[config.mk]
export PLATFORM = sky130hd
export DESIGN_NAME = tagged_regfile
export DESIGN_NICKNAME = d
export VERILOG_FILES = /design/src/rtl/rf_pkg.sv /design/src/rtl/rf_src_read.sv /design/src/rtl/tagged_regfile.sv
export SDC_FILE = /design/constraint.sdc
export NUM_CORES = 2
export LEC_CHECK = 0
export CAP_MARGIN = 10
export CORE_MARGIN = 4
export CORE_UTILIZATION = 50
export DETAILED_ROUTE_END_ITERATION = 6
export GPL_ROUTABILITY_DRIVEN = 0
export HOLD_SLACK_MARGIN = 0.06
export PLACE_DENSITY = 0.66
export SKIP_CTS_REPAIR_TIMING = 1
export SLEW_MARGIN = 20
export SYNTH_ARGS = -nofsm -noshare
export SYNTH_HDL_FRONTEND = slang
export SYNTH_HIERARCHICAL = 1
export SYNTH_SLANG_ARGS = --single-unit
[constraint.sdc]
create_clock -name clk -period 7.2 [get_ports clk]
set_clock_uncertainty 0.15 [all_clocks]
set_input_delay 1.08 -clock clk [delete_from_list [all_inputs] [get_ports clk]]
set_output_delay 1.08 -clock clk [all_outputs]
set_load 0.005 [all_outputs]
[src/rtl/rf_pkg.sv]
// Shared types and defaults for the tagged register file.
// Tag value 0 is reserved to mean "no in-flight producer".
package rf_pkg;

   localparam int XLEN_DEF  = 32;
   localparam int NREG_DEF  = 32;
   localparam int TAG_W_DEF = 3;
   localparam int NSRC_DEF  = 2;

   localparam int TAG_NONE  = 0;

   typedef logic [TAG_W_DEF-1:0]         tag_t;
   typedef logic [$clog2(NREG_DEF)-1:0]  reg_idx_t;

endpackage

[src/rtl/rf_src_read.sv]
// One source-operand read slot: x0 forcing, same-cycle commit bypass, tag/value select.
// Purely combinational; the caller registers the result.
module rf_src_read
   import rf_pkg::*;
#(
   parameter int XLEN  = XLEN_DEF,
   parameter int RW    = $clog2(NREG_DEF),
   parameter int TAG_W = TAG_W_DEF
) (
   input  logic [RW-1:0]    rs,
   input  logic [XLEN-1:0]  reg_val,
   input  logic [TAG_W-1:0] reg_tag,
   input  logic             commit_valid,
   input  logic [RW-1:0]    commit_rd,
   input  logic [TAG_W-1:0] commit_tag,
   input  logic [XLEN-1:0]  commit_data,
   output logic [XLEN-1:0]  val,
   output logic [TAG_W-1:0] tag
);

   always_comb begin
      val = '0;
      tag = TAG_W'(TAG_NONE);
      if (rs == '0) begin
         val = '0;
      end else if (commit_valid && commit_rd == rs && commit_tag == reg_tag) begin
         // Producer retires this very cycle: forward its result instead of the stale array value.
         val = commit_data;
      end else if (reg_tag == TAG_W'(TAG_NONE)) begin
         val = reg_val;
      end else begin
         tag = reg_tag;
      end
   end

endmodule

[src/rtl/tagged_regfile.sv]
// Register file with rename tags: 1-cycle registered source read per issue, commit write-back
// with current-tag clear, flush of all tags, busy-register count; no back-pressure.
module tagged_regfile
   import rf_pkg::*;
#(
   parameter int XLEN  = XLEN_DEF,
   parameter int NREG  = NREG_DEF,
   parameter int TAG_W = TAG_W_DEF,
   parameter int NSRC  = NSRC_DEF
) (
   input  logic                         clk,
   input  logic                         rst,
   input  logic                         issue_valid,
   input  logic [NSRC*$clog2(NREG)-1:0] issue_rs,
   input  logic [$clog2(NREG)-1:0]      issue_rd,
   input  logic [TAG_W-1:0]             issue_tag,
   input  logic                         commit_valid,
   input  logic [$clog2(NREG)-1:0]      commit_rd,
   input  logic [TAG_W-1:0]             commit_tag,
   input  logic [XLEN-1:0]              commit_data,
   input  logic                         flush,
   output logic                         src_valid,
   output logic [NSRC*XLEN-1:0]         src_val,
   output logic [NSRC*TAG_W-1:0]        src_tag,
   output logic [$clog2(NREG+1)-1:0]    busy_cnt
);

   localparam int RW = $clog2(NREG);
   localparam int CW = $clog2(NREG+1);

   logic [XLEN-1:0]      regs_q [NREG];
   logic [TAG_W-1:0]     tags_q [NREG];
   logic [CW-1:0]        busy_q, busy_d;
   logic                 src_valid_q;
   logic [NSRC*XLEN-1:0] src_val_q, src_val_d;
   logic [NSRC*TAG_W-1:0] src_tag_q, src_tag_d;

   logic issue_go, rename, clr, inc, dec;

   assign issue_go = issue_valid && !flush;
   assign rename   = issue_go && issue_rd != '0 && issue_tag != TAG_W'(TAG_NONE);
   assign clr      = commit_valid && commit_rd != '0 && commit_tag != TAG_W'(TAG_NONE)
                     && tags_q[commit_rd] == commit_tag;
   assign inc      = rename && tags_q[issue_rd] == TAG_W'(TAG_NONE);
   // A rename of the register being cleared keeps it busy, so the clear does not count.
   assign dec      = clr && !(rename && issue_rd == commit_rd);

   always_comb begin
      busy_d = busy_q;
      if (flush)
         busy_d = '0;
      else if (inc && !dec)
         busy_d = busy_q + CW'(1);
      else if (dec && !inc)
         busy_d = busy_q - CW'(1);
   end

   for (genvar k = 0; k < NSRC; k++) begin : g_src
      logic [RW-1:0] rs;
      assign rs = issue_rs[k*RW +: RW];
      rf_src_read #(.XLEN(XLEN), .RW(RW), .TAG_W(TAG_W)) u_rd (
         .rs          (rs),
         .reg_val     (regs_q[rs]),
         .reg_tag     (tags_q[rs]),
         .commit_valid(commit_valid),
         .commit_rd   (commit_rd),
         .commit_tag  (commit_tag),
         .commit_data (commit_data),
         .val         (src_val_d[k*XLEN +: XLEN]),
         .tag         (src_tag_d[k*TAG_W +: TAG_W])
      );
   end

   always_ff @(posedge clk) begin
      if (!rst) begin
         for (int i = 0; i < NREG; i++) begin
            regs_q[i] <= '0;
            tags_q[i] <= '0;
         end
         busy_q      <= '0;
         src_valid_q <= 1'b0;
         src_val_q   <= '0;
         src_tag_q   <= '0;
      end else begin
         if (commit_valid && commit_rd != '0)
            regs_q[commit_rd] <= commit_data;
         if (flush) begin
            for (int i = 0; i < NREG; i++)
               tags_q[i] <= '0;
         end else begin
            if (clr)
               tags_q[commit_rd] <= '0;
            if (rename)
               tags_q[issue_rd] <= issue_tag;
         end
         busy_q      <= busy_d;
         src_valid_q <= issue_go;
         if (issue_go) begin
            src_val_q <= src_val_d;
            src_tag_q <= src_tag_d;
         end
      end
   end

   assign src_valid = src_valid_q;
   assign src_val   = src_val_q;
   assign src_tag   = src_tag_q;
   assign busy_cnt  = busy_q;

endmodule

==> run summary <==
Here are the numbers from the latest Yosys + OpenROAD run.

The count of warnings emitted by yosys came out at 6. The maximum fanout encountered on the critical timing path is 27. The fraction of power consumed by the clock network is 0.395. In this run the maximum-capacitance check reported violations numbering 0. In the final timing run, aggregate negative setup slack is 0 ns. The die height came out at between 300 and 400 um. The run finished with clean final reports. Counting pins that exceed their max-slew limit in the final report gives 0. The top cell types in the final layout, fill and taps aside, are sky130_fd_sc_hd__edfxtp_1 (1120), sky130_fd_sc_hd__and2_1 (998), sky130_fd_sc_hd__mux4_2 (700). IR analysis of the VDD net gives a maximum drop of around 220 uV.

The sequential power share is 0.473. The deepest clock path buffer count came out at 3. Headroom to the max-slew limit came out at 0.212.

The reg-to-reg critical path endpoint is src_val[36]$_SDFFE_PN0P_. The share of total power in combinational logic is 0.131. The sequential portion of the cell area is 0.479. Hold analysis shows the worst path with a depth of 2.

The total number of H-tree levels is 4. In the final layout, flip-flops and latches occupy approximately 0.035 mm^2. The post-layout instance count excluding filler cells came out at between 6000 and 7000. Per the timing report, the achievable frequency comes out to approximately 180 MHz. After the last flow step, the layout net total stands at around 4500. The area growth from synthesis to layout is 12.4%. The class occupying the most area after layout is reported as sequential cells. The total of clock buffers placed in the layout came out at ~180. The clock period minus worst slack came out at 5.44 ns. The non-clock inverters instantiated in the layout total 8. Looking at the hold checks, the worst path lands on src_val[17]$_SDFFE_PN0P_.

The final tally of hold violations came out at 0. The post-place setup slack came out at around 1.1 ns. The async set-reset flop share out of synthesis is 0. For flop-to-flop paths, the worst setup slack is ~2.8 ns.

The internal power of the cells totals 12900 uW. Setup repair after global routing left no endpoint under its margin. The largest total area in the synthesized netlist belongs to sky130_fd_sc_hd__edfxtp_1. STA shows the worst reg2reg path with a cell count of 10. The number of input and output port buffers inserted is 139.

The placeable core region came out at around 0.13 mm^2. The number of distinct library cells after synthesis is 58. The worst hold path belongs to the class flop to flop. Data arrives at the worst endpoint at roughly 6.0 ns. The cell with the largest stage delay on the worst path is sky130_fd_sc_hd__clkdlybuf4s50_1. The share of synthesized area in the top cell type comes to 0.515. In this run, synthesis produced a sequential element count of 1197. The critical path's largest stage delay came out at 0.95 ns. The switching power summed over all nets came out at between 4000 and 5000 uW. Looking at the cell usage after synthesis, the top flip-flop cell is sky130_fd_sc_hd__edfxtp_1. The layout sequential cell count came out at approximately 1200. The final critical-path share of the clock period is 0.756.

Sorting the synthesis cell report by count puts at the top sky130_fd_sc_hd__edfxtp_1. The antenna diode count came out at 6. The synthesized netlist handed to floorplanning was reported with a cell count of between 4000 and 5000. The clock network power reported by the tool is approximately 6900 uW.

The clock reaches the later pin of the worst-skew pair after slightly below 0.8 ns. For the worst setup path, the data required time is approximately 7.8 ns. The kind of end point of the critical path is a flop. Per the CTS log, the root buffer master is sky130_fd_sc_hd__clkbuf_16. Multi-input logic gates represent a cell area share of 0.395.

After synthesis, the cell types taking the most area are sky130_fd_sc_hd__edfxtp_1 (52%), sky130_fd_sc_hd__mux4_2 (24%), sky130_fd_sc_hd__and2_1 (9.6%). The total number of warnings across the stage logs came out at 35. The number of DRC violations after detailed-routing iteration 0 is ~6500. The multi-input combinational gate total came out at around 2800. The flow reported a cell area power density of around 240 mW/mm^2. In the final routed layout, each cell accounts on average for approximately 35 um.

The inserted tap cell count is 1742. The number of synthesized flops with an enable pin is approximately 1100. The total power after layout came out at roughly 17000 uW. Among logic cells in the layout, the one with the most instances is sky130_fd_sc_hd__edfxtp_1. The count of instantiated cells in the yosys netlist came out at around 4400. For the completed layout, the total cell area is recorded as between 0.07 and 0.08 mm^2. The number of logic stages on the critical path including buffering came out at 16. The net switching share of the total power is 0.255. The startpoint identified for the worst hold timing path is src_val[17]$_SDFFE_PN0P_.

In this run the cell area of the synthesized design comes to around 0.065 mm^2. The first global-routing pass estimated 312000 um of wire. The floorplan report gives the top-level pin count as roughly 140. The number of antenna violations at the first check in global routing is 23. In the final layout, the multi-input gates occupy just under 0.03 mm^2.

Per report_power, the top consumer among the power groups is sequential cells. Per STA, the startpoint of the critical path is commit_rd[4]. The total leakage power came out at roughly 0.025 uW. Measured on the final layout, buffering overhead outside the clock network stands at 0.0360. The placed instance area is 0.0690 mm^2.

The kind of cell adding the most delay to the critical path is simple AND/OR/NAND/NOR gates. The routed via count divided by cell count is between 6 and 7. For reference, the critical path is captured by busy_cnt[5]$_SDFFE_PP0P_. The portion of the post-synthesis area used by sequential elements is 0.539. The transition time at the pin with the least slew margin is between 1 and 1.5 ns. The final worst hold slack is 0.302 ns. The TritonCTS clock tree is done. Looking at the reg2reg group, the worst path starts from tags_q[28][0]$_SDFFCE_PN0P_. The combinational power reported by the tool is approximately 2300 uW. The count of nets left with antenna violations once routing finished came out at 0. The HPWL after detailed placement is 127000 um.

Counting instances in the post-synthesis netlist gives the leading cell types as sky130_fd_sc_hd__edfxtp_1 (1120), sky130_fd_sc_hd__and2_1 (998), sky130_fd_sc_hd__mux4_2 (700). The worst setup path is launched from an input pin. According to the floorplan report, the die width is 369 um. The via count of the first global-routing pass came out at about 42000. The clock edge transition at the registers on the reported setup and hold paths is approximately 0.060 ns.

The layout cell share with drive strength beyond 1 is 0.270. In this run the mean area of a mapped cell was around 15 um^2. The count of unresolved DRC violations after routing came out at 0. By startpoint and endpoint, the worst setup path is classified as input pin to flop. CTS added clock buffers totalling 135.
cell families (layout without fill, tap and decap cells):
family | count (synthesis) | after routing | synth area share
adders and majority gates | 6 | 6 | 0.00126
buffers and inverters | 464 | 528 | 0.0291
AOI/OAI and AO/OA | 231 | 231 | 0.0217
and+or+nand+nor | 1589 | 1589 | 0.135
DFF | 1197 | 1197 | 0.539
muxes | 884 | 884 | 0.271
other | 1 | 41 | 0.0000574
xor gates and xnor gates | 25 | 25 | 0.00335
state kept, by name, indices dropped and copies added, names as in the netlist:
signal,flops
busy_cnt,6
regs_q,1024
src_tag,6
src_val,64
src_valid,1
tags_q,96
metal layers:
metal,part of all wire,global-route usage,up-vias
met4,0.041,0.123,4
met5,0.00012,0.00107,-
met1,0.36,0.436,21700
met2,0.46,0.504,3103
li1,-,-,16800
met3,0.13,0.0981,514
### Metal 1

Scale bar: 100 um.
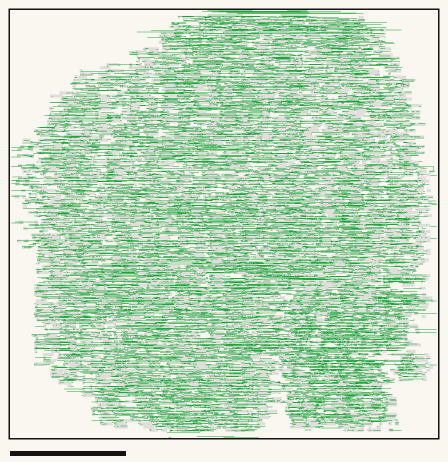
The layer carries 80.1 mm of wire. The longest straight run is 112 um. The wires run mostly horizontal. 4306 nets have wire on it.
Final Routed Wirelength: 220000 um
met1 track demand over resource: 0.436
number of vias in the routed layout: 42100

### M2 wires

Scale bar: 100 um.
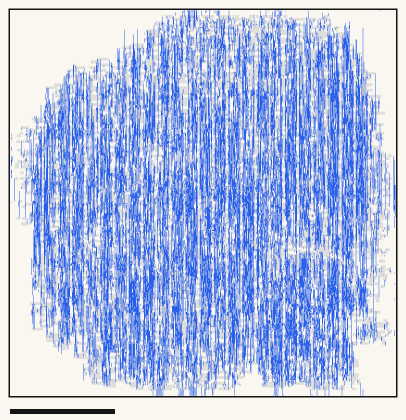
The layer holds 46% of the routed length. The wires run mostly vertical. The longest straight run is 169 um. The layer carries 102 mm of wire. 3728 nets have wire on it.
routing usage on met2: 0.504

### Metal 3

Scale bar: 100 um.
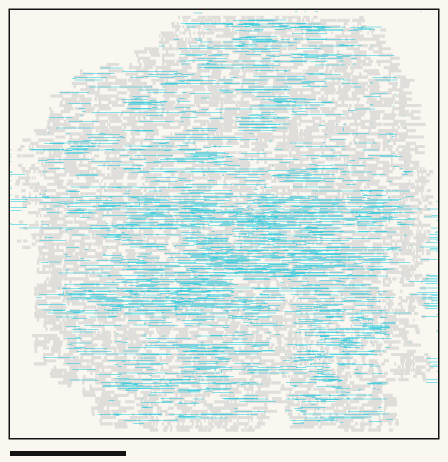
606 nets have wire on it. The wires run mostly horizontal. The layer carries 29.0 mm of wire. The layer holds 13% of the routed length.
met3 Resource Use GR: 0.0981

### Metal 4

Scale bar: 100 um.
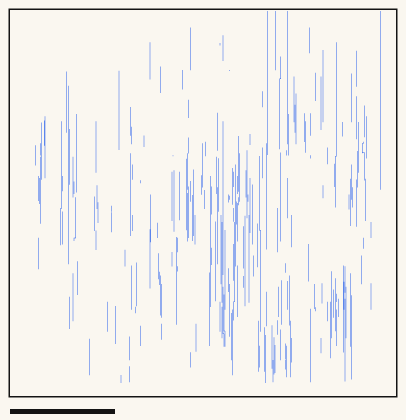
The layer holds 4.1% of the routed length. The longest straight run is 171 um. 126 nets have wire on it. The wires run mostly vertical. The layer carries 8940 um of wire.

### Track usage over the die

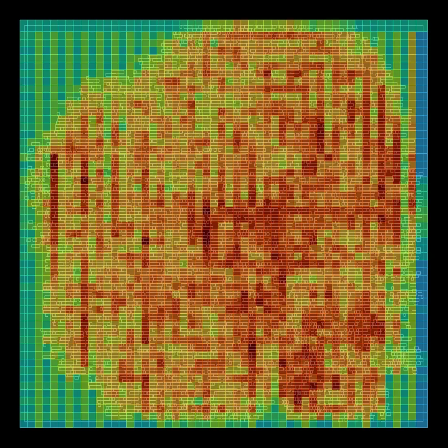
GRT Max-Usage Layer: met2
post-layout util: 0.566
overall track demand over capacity in global routing: 0.325

No activity file was given, so power comes from the tool's default toggle rates.
